[src/rtl/crc8_check.sv]
// ============================================================================
// Module   : crc8_check
// Purpose  : Receive-side CRC-8 frame checker for a 64b/66b block stream.
//            Passes blocks through with one cycle of latency.
// Option   : CRC8_CHECK_STRIP_EN zeroes the CRC byte of forwarded TERM blocks.
// Revision : 1.0
// ============================================================================
`default_nettype none

module crc8_check #(
  parameter logic [7:0] POLY       = 8'h07,
  parameter logic [7:0] INIT       = 8'h00,
  parameter logic [7:0] START_TYPE = 8'h78,
  parameter logic [7:0] TERM_TYPE  = 8'hFF,
  parameter int         ERR_CNT_W  = 16
) (
  input  logic                 clk_in,
  input  logic                 rst_in,
  input  logic                 valid_in,
  input  logic [1:0]           header_in,
  input  logic [63:0]          payload_in,
  output logic                 valid_out,
  output logic [1:0]           header_out,
  output logic [63:0]          payload_out,
  output logic                 crc_ok_out,
  output logic                 crc_err_out,
  output logic                 frame_err_out,
  output logic                 in_frame_out,
  output logic [ERR_CNT_W-1:0] err_count_out
);

  typedef enum logic [0:0] {
    ST_IDLE   = 1'b0,
    ST_ACTIVE = 1'b1
  } state_t;

  localparam logic [ERR_CNT_W-1:0] C_CNT_ONE = {{(ERR_CNT_W-1){1'b0}}, 1'b1};

  state_t                state_q, state_d;
  logic [7:0]            crc_q, crc_d;
  logic                  valid_q, valid_d;
  logic [1:0]            header_q, header_d;
  logic [63:0]           payload_q, payload_d;
  logic                  ok_q, ok_d;
  logic                  err_q, err_d;
  logic                  ferr_q, ferr_d;
  logic [ERR_CNT_W-1:0]  cnt_q, cnt_d;

  logic                  w_is_data;
  logic                  w_is_ctrl;
  logic                  w_bad_hdr;
  logic                  w_is_start;
  logic                  w_is_term;
  logic [7:0]            w_crc_next;

  // Serial MSB-first CRC unrolled over one 64-bit block
  function automatic logic [7:0] crc_step(input logic [7:0] crc_in, input logic [63:0] data);
    logic [7:0] c;
    logic       fb;
    c = crc_in;
    for (int i = 63; i >= 0; i--) begin
      fb = c[7] ^ data[i];
      c  = {c[6:0], 1'b0} ^ (fb ? POLY : 8'h00);
    end
    return c;
  endfunction

  assign w_is_data  = valid_in && (header_in == 2'b01);
  assign w_is_ctrl  = valid_in && (header_in == 2'b10);
  assign w_bad_hdr  = valid_in && ((header_in == 2'b00) || (header_in == 2'b11));
  assign w_is_start = w_is_ctrl && (payload_in[7:0] == START_TYPE);
  assign w_is_term  = w_is_ctrl && (payload_in[7:0] == TERM_TYPE);
  assign w_crc_next = crc_step(crc_q, payload_in);

  always_comb begin
    state_d = state_q;
    crc_d   = crc_q;
    ok_d    = 1'b0;
    err_d   = 1'b0;
    ferr_d  = 1'b0;
    case (state_q)
      ST_IDLE: begin
        if (w_is_start) begin
          crc_d   = INIT;
          state_d = ST_ACTIVE;
        end
      end
      ST_ACTIVE: begin
        if (w_is_data) begin
          crc_d = w_crc_next;
        end else if (w_is_term) begin
          if (crc_q == payload_in[15:8]) ok_d = 1'b1;
          else                            err_d = 1'b1;
          state_d = ST_IDLE;
        end else if (w_is_start) begin
          ferr_d = 1'b1;
          crc_d  = INIT;
        end else if (w_bad_hdr) begin
          ferr_d  = 1'b1;
          state_d = ST_IDLE;
        end
      end
      default: state_d = ST_IDLE;
    endcase
  end

  always_comb begin
    cnt_d = cnt_q;
    if ((err_d || ferr_d) && (cnt_q != {ERR_CNT_W{1'b1}})) begin
      cnt_d = cnt_q + C_CNT_ONE;
    end
  end

  always_comb begin
    valid_d   = valid_in;
    header_d  = header_in;
    payload_d = payload_in;
`ifdef CRC8_CHECK_STRIP_EN
    if ((state_q == ST_ACTIVE) && w_is_term) begin
      payload_d[15:8] = 8'h00;
    end
`endif
  end

  always_ff @(posedge clk_in or posedge rst_in) begin
    if (rst_in) begin
      state_q   <= ST_IDLE;
      crc_q     <= INIT;
      valid_q   <= 1'b0;
      header_q  <= 2'b00;
      payload_q <= 64'h0;
      ok_q      <= 1'b0;
      err_q     <= 1'b0;
      ferr_q    <= 1'b0;
      cnt_q     <= {ERR_CNT_W{1'b0}};
    end else begin
      state_q   <= state_d;
      crc_q     <= crc_d;
      valid_q   <= valid_d;
      header_q  <= header_d;
      payload_q <= payload_d;
      ok_q      <= ok_d;
      err_q     <= err_d;
      ferr_q    <= ferr_d;
      cnt_q     <= cnt_d;
    end
  end

  assign valid_out     = valid_q;
  assign header_out    = header_q;
  assign payload_out   = payload_q;
  assign crc_ok_out    = ok_q;
  assign crc_err_out   = err_q;
  assign frame_err_out = ferr_q;
  assign in_frame_out  = (state_q == ST_ACTIVE);
  assign err_count_out = cnt_q;

endmodule

`default_nettype wire

[config.mk]
export PLATFORM = sky130hd
export DESIGN_NAME = crc8_check
export DESIGN_NICKNAME = d
export VERILOG_FILES = /design/src/rtl/crc8_check.sv
export SDC_FILE = /design/constraint.sdc
export NUM_CORES = 1
export LEC_CHECK = 0
export CAP_MARGIN = 25
export CORE_MARGIN = 3
export CORE_UTILIZATION = 45
export CTS_CLUSTER_DIAMETER = 40
export DETAILED_ROUTE_END_ITERATION = 8
export PLACE_DENSITY_LB_ADDON = 0.08
export SETUP_SLACK_MARGIN = 0.5
export SLEW_MARGIN = 20
export SYNTH_ARGS = -nofsm -noshare
export SYNTH_HDL_FRONTEND = slang
export SYNTH_SLANG_ARGS = --single-unit
[constraint.sdc]
create_clock -name clk_in -period 9.66 [get_ports clk_in]
set_input_delay 2.415 -clock clk_in [delete_from_list [all_inputs] [get_ports clk_in]]
set_output_delay 2.415 -clock clk_in [all_outputs]
set_load 0.01 [all_outputs]
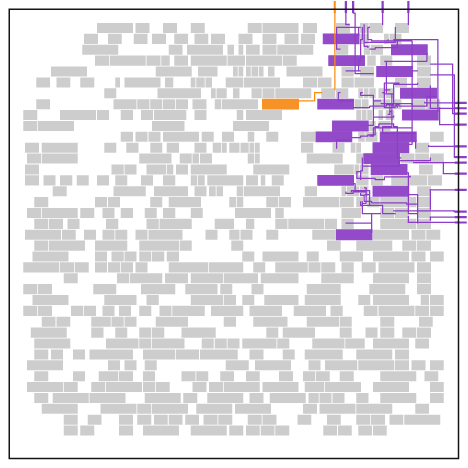
(images/io_fan.png)
(4 px per um)
purple -> `err_count_out`  # bits 16, direction output, edge 12 right, 4 top, end cells 16, buffers 16, wire 624 um
orange -> `frame_err_out`  # bits 1, direction output, edge top, end cells 1, buffers 1, wire 27.8 um

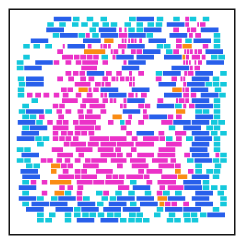
(images/placement_by_type.png)
(2 px per um)
cyan -> other buffers and delay cells  # cells 156
magenta -> combinational and other logic  # cells 257
blue -> flops  # cells 95
orange -> clock drivers and dummy loads  # cells 16

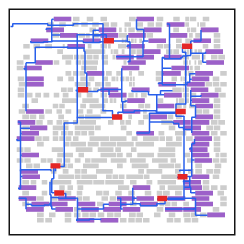
(images/clk_routes.png)
(2 px per um)
red -> clock drivers  # count 9
purple -> flip-flops  # count 95
blue -> clock wires  # length 1180 um
flops lie = all over the die
Latency at later pin: 0.39 ns

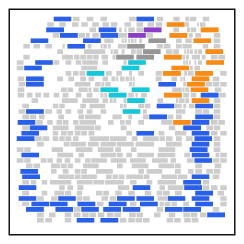
(images/flops_by_reg.png)
(2 px per um) Other sequential cells in the stronger gray, the rest of the logic in the fainter gray.
orange -> `err_count_out`  # sequential cells 16
cyan -> `crc_q`  # sequential cells 8
purple -> `header_out`  # sequential cells 2
blue -> `payload_out`  # sequential cells 64, where all over the die

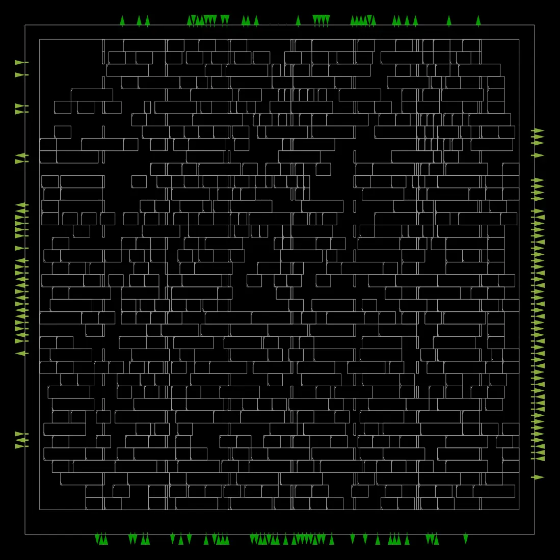
(images/placement.png)
core region area: 10900 um^2
tap cell count: 140
register share of the cell area: 33.9%

==> notes.md <==
Figures from the implementation reports.

- The combinational share of cell area is a little under two fifths.
- The clock-pin slew reported for the worst setup and hold paths after clock tree synthesis reads 0.10 ns.
- After legalization and detailed placement, the total HPWL measured slightly above 9000 um.
- Counting every net in the synthesized netlist gives ~430.
- The worst-path maximum fanout reads 4.
- The startpoint of the most critical setup path is payload_in[63].
- The number of max-slew violations in the final report reads 0.
- After synthesis, the cell types taking the most area are dfrtp_1, xnor2_1, xnor3_1.
- The most heavily used metal layer in global routing reads met2.
- The inverter tally of the final layout excluding the clock network is 5.
- The multi-input combinational gate total is approximately 250.
- The largest buffer count on any clock path is 2.
- The stat command in Yosys gives a chip area of 5050 um^2.
- The total number of H-tree levels is 3.
- The cell depth of the worst min-delay path reads 1.
- Per the run summary, max-cap violations total 0.
- The synthesized design contains 0 enable-type register cells.
- The proportion of synthesized flip-flops having asynchronous set or reset is 100%.
- The number of flip-flops and latches is about 95.
- Per the layout report, the design carries 10 clock buffers.
- The initialized floorplan defines 38 standard-cell rows.
- The count of warning messages emitted by the tools is 27.
- The total setup violations reported at the end of the flow reads 0.
- The post-detailed-route wirelength per cell is about 17 um.
- Per the final report, the share of cell area in non-clock buffers is 22.3%.
- The accumulated negative setup slack is 0 ns.
- The flow ran to the end, and the final reports show no timing, DRC or antenna violations.
- The largest net degree at the start of global routing reads between 50 and 60.
- The class of the tightest hold or removal check is flip-flop to flip-flop.
- Along the critical path, the tally of buffer and inverter instances is 1.
- The count of final hold-check violations reads 0.
- The post-route cell area reads ~7000 um^2.
- The cell total in the yosys stat output is 353.
- The area of the mapped netlist reads roughly 5000 um^2.
- The global-route usage over all layers is between 10% and 20%.
- The total iterations of the first detailed-routing run is 4.
kinds of logic (layout without fill, tap and decap cells):
logic type               after synthesis  after routing  share of synthesized area, %
flip-flops                            95             95                          47.1
adder cells (fa/ha/maj)                3              3                         0.743
buffers and inverters                  6            177                         0.545
AND-OR/OR-AND                         15             15                          1.66
XOR/XNOR                             183            183                          44.9
AND/OR/NAND/NOR                       51             51                          5.05
metrics by stage:
stage                     worst slack, ns  cells  hold WS, ns  util, %
after floorplan                      3.67    353        0.506        -
after global placement               2.91    648        0.484     62.3
after detailed placement             2.81    648        0.491     62.3
after CTS                            3.23    664        0.511     64.4
after global routing                 3.00    664        0.520     64.4
final                                3.23    664        0.503     64.4
